## src/rtl/regfile_dump_tx_if.sv

```systemverilog
// Byte-wide valid/ready link from the register dump engine to a transmitter.
// The engine drives data/valid as master; the transmitter answers with ready.
interface regfile_dump_tx_if;
  logic [7:0] tx_data;
  logic       tx_valid;
  logic       tx_ready;

  modport master (output tx_data, output tx_valid, input tx_ready);
  modport slave  (input tx_data, input tx_valid, output tx_ready);
endinterface

```

## src/rtl/regfile_dump_tx.sv

```systemverilog
// Snapshots the 32x32 register file on start and streams it as a framed byte sequence:
// header, 128 data bytes (reg 0..31, MSB first), then an XOR checksum of the data bytes.
module regfile_dump_tx #(
  parameter logic [7:0] START_BYTE = 8'hA5
) (
  input  logic                  clk,
  input  logic                  reset,
  input  logic                  start,
  input  logic [1023:0]         regs_flat,
  regfile_dump_tx_if.master     tx,
  output logic                  busy,
  output logic                  done
);

  typedef enum logic [1:0] {
    IDLE,
    HEADER,
    DATA,
    CSUM
  } state_t;

  state_t        state;
  logic [1023:0] snap;
  logic [4:0]    reg_idx;
  logic [1:0]    byte_idx;
  logic [7:0]    csum;

  logic          accept;
  logic          last_data;
  logic [4:0]    nxt_reg;
  logic [1:0]    nxt_byte;
  logic [7:0]    cur_data;
  logic [7:0]    nxt_data;

  // reg_idx/byte_idx point at the byte currently offered; {reg,byte,000} is its bit offset
  always_comb begin
    accept    = tx.tx_valid && tx.tx_ready;
    last_data = (reg_idx == 5'd31) && (byte_idx == 2'd0);
    nxt_byte  = byte_idx - 2'd1;
    nxt_reg   = reg_idx;
    if (byte_idx == 2'd0) begin
      nxt_reg = reg_idx + 5'd1;
    end
    cur_data  = snap[{reg_idx, byte_idx, 3'b000} +: 8];
    nxt_data  = snap[{nxt_reg, nxt_byte, 3'b000} +: 8];
  end

  always_ff @(posedge clk or posedge reset) begin
    if (reset) begin
      state       <= IDLE;
      snap        <= '0;
      reg_idx     <= 5'd0;
      byte_idx    <= 2'd0;
      csum        <= 8'h00;
      tx.tx_data  <= 8'h00;
      tx.tx_valid <= 1'b0;
      busy        <= 1'b0;
      done        <= 1'b0;
    end else begin
      done <= 1'b0;
      case (state)
        IDLE: begin
          if (start) begin
            snap        <= regs_flat;
            csum        <= 8'h00;
            reg_idx     <= 5'd0;
            byte_idx    <= 2'd3;
            tx.tx_data  <= START_BYTE;
            tx.tx_valid <= 1'b1;
            busy        <= 1'b1;
            state       <= HEADER;
          end
        end
        HEADER: begin
          if (accept) begin
            tx.tx_data <= cur_data;
            state      <= DATA;
          end
        end
        DATA: begin
          if (accept) begin
            csum <= csum ^ tx.tx_data;
            // The checksum goes out right behind the last data byte, so fold it in here
            if (last_data) begin
              tx.tx_data <= csum ^ tx.tx_data;
              state      <= CSUM;
            end else begin
              tx.tx_data <= nxt_data;
              reg_idx    <= nxt_reg;
              byte_idx   <= nxt_byte;
            end
          end
        end
        CSUM: begin
          if (accept) begin
            tx.tx_valid <= 1'b0;
            busy        <= 1'b0;
            done        <= 1'b1;
            state       <= IDLE;
          end
        end
        default: begin
          state <= IDLE;
        end
      endcase
    end
  end

endmodule

```

## src/flat_wrapper.sv

```systemverilog
// flat-port wrapper written by rule: the top's interface ports become plain ports
module regfile_dump_tx_flat 
#(
  parameter logic [7:0] START_BYTE = 8'hA5
)
  (clk, reset, start, regs_flat, busy, done, tx_tx_data, tx_tx_valid, tx_tx_ready);
  regfile_dump_tx_if tx_i ();
  input  logic clk;
  input  logic reset;
  input  logic start;
  input  logic [1023:0] regs_flat;
  output logic busy;
  output logic done;
  output wire logic [$bits(tx_i.tx_data)-1:0] tx_tx_data;
  output wire logic [$bits(tx_i.tx_valid)-1:0] tx_tx_valid;
  input wire logic [$bits(tx_i.tx_ready)-1:0] tx_tx_ready;
  assign tx_tx_data = tx_i.tx_data;
  assign tx_tx_valid = tx_i.tx_valid;
  assign tx_i.tx_ready = tx_tx_ready;
  regfile_dump_tx #(.START_BYTE(START_BYTE)) u_core (.clk(clk), .reset(reset), .start(start), .regs_flat(regs_flat), .tx(tx_i), .busy(busy), .done(done));
endmodule
```

## config.mk

```make
export PLATFORM = sky130hd
export DESIGN_NAME = regfile_dump_tx_flat
export DESIGN_NICKNAME = d
export VERILOG_FILES = /design/src/rtl/regfile_dump_tx_if.sv /design/src/rtl/regfile_dump_tx.sv /design/src/flat_wrapper.sv
export SDC_FILE = /design/constraint.sdc
export NUM_CORES = 2
export LEC_CHECK = 0
export CAP_MARGIN = 20
export CORE_AREA = 5 5 407 409
export CTS_CLUSTER_DIAMETER = 40
export DETAILED_ROUTE_END_ITERATION = 12
export DIE_AREA = 0 0 412 414
export SETUP_SLACK_MARGIN = 0.4
export SLEW_MARGIN = 30
export SYNTH_ARGS = -nofsm -noshare
export SYNTH_HDL_FRONTEND = slang
export SYNTH_SLANG_ARGS = --single-unit
```

## constraint.sdc

```tcl
create_clock -name clk -period 49.7 [get_ports clk]
set_input_delay 12.425 -clock clk [delete_from_list [all_inputs] [get_ports clk]]
set_output_delay 12.425 -clock clk [all_outputs]
set_load 0.02 [all_outputs]
```

met3.png
Cells faint in the background.
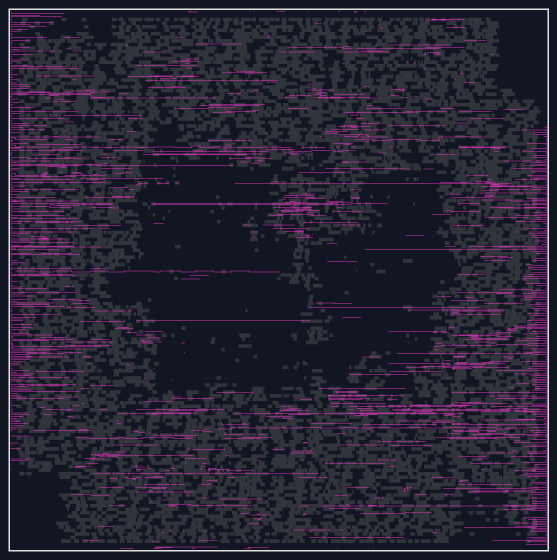
896 nets have wire on it. The layer carries 19300 µm of wire. The longest straight run is 211 µm. The wires run mostly horizontal. The layer holds 8.1% of the routed length.

==> impl_metrics.tcl <==
# place-and-route summary
set metrics [dict create \
    finalClockPeriodUsage_pct 35.02 \
    ys_top_cells_by_count "dfrtp_1 (1051), mux2_2 (1029), mux4_2 (518)" \
    powerComb_w 0.000111 \
    wl_met2_mm 118.0 \
    status "completed" \
    cts_buffer_depth 3 \
    path_cells "clkdlybuf4s50_1 > nand2_4 > buf_4 > buf_4 > buf_12 > buf_4 > buf_4 > mux2_2" \
    seq-power_w 0.000857 \
    lay_top_cells "dfrtp_1 (1045), clkdlybuf4s50_1 (1038), mux2_2 (1028), mux4_2 (518), clkbuf_16 (194)" \
    gp_congestion 0.8509 \
    cellLeakagePower_nw 33.54 \
    p_switching_w 0.0005374 \
    crit_start "start" \
    initial_core_util_pct 34.69 \
    flops 1051 \
    synth_area_per_cell_um2 15.55 \
    grt_start_max_net_pins 172 \
    ff_type "dfrtp_1" \
    wl_per_cell_um 33.96 \
    min_path_type "flop to flop" \
    holdWs_ns 0.5195 \
    die_w_um 412 \
    numSynthFlops 1051 \
    cts_tree "yes" \
    warnings 48 \
    top_register "u_core.snap" \
    timing.rr.end "u_core.tx.tx_data[2]" \
    top_regs "u_core.snap x1024, u_core.csum x8, u_core.tx.tx_data x8" \
    die_h_um 414 \
    cp.depth 8 \
    reg2reg_slack_ns 43.33 \
    endpoint_kind "flop" \
    min_from "u_core.snap[740]" \
    slew_violations 0 \
    num_tap_cells 2175 \
    ys_chip_area_um2 56090 \
    gr-max-usage-layer "met2" \
    cpPeakStageDelay_ns 0.84 \
]
clock_map.png
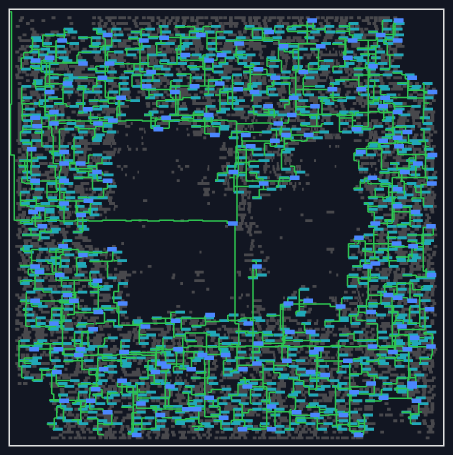
flip-flops: drawn in cyan, count 1051. clock wires: drawn in green, length 16600 µm. cells driving clock nets: drawn in blue, count 191.
There are 192 routed clock nets. Position of the flops: widely spread.

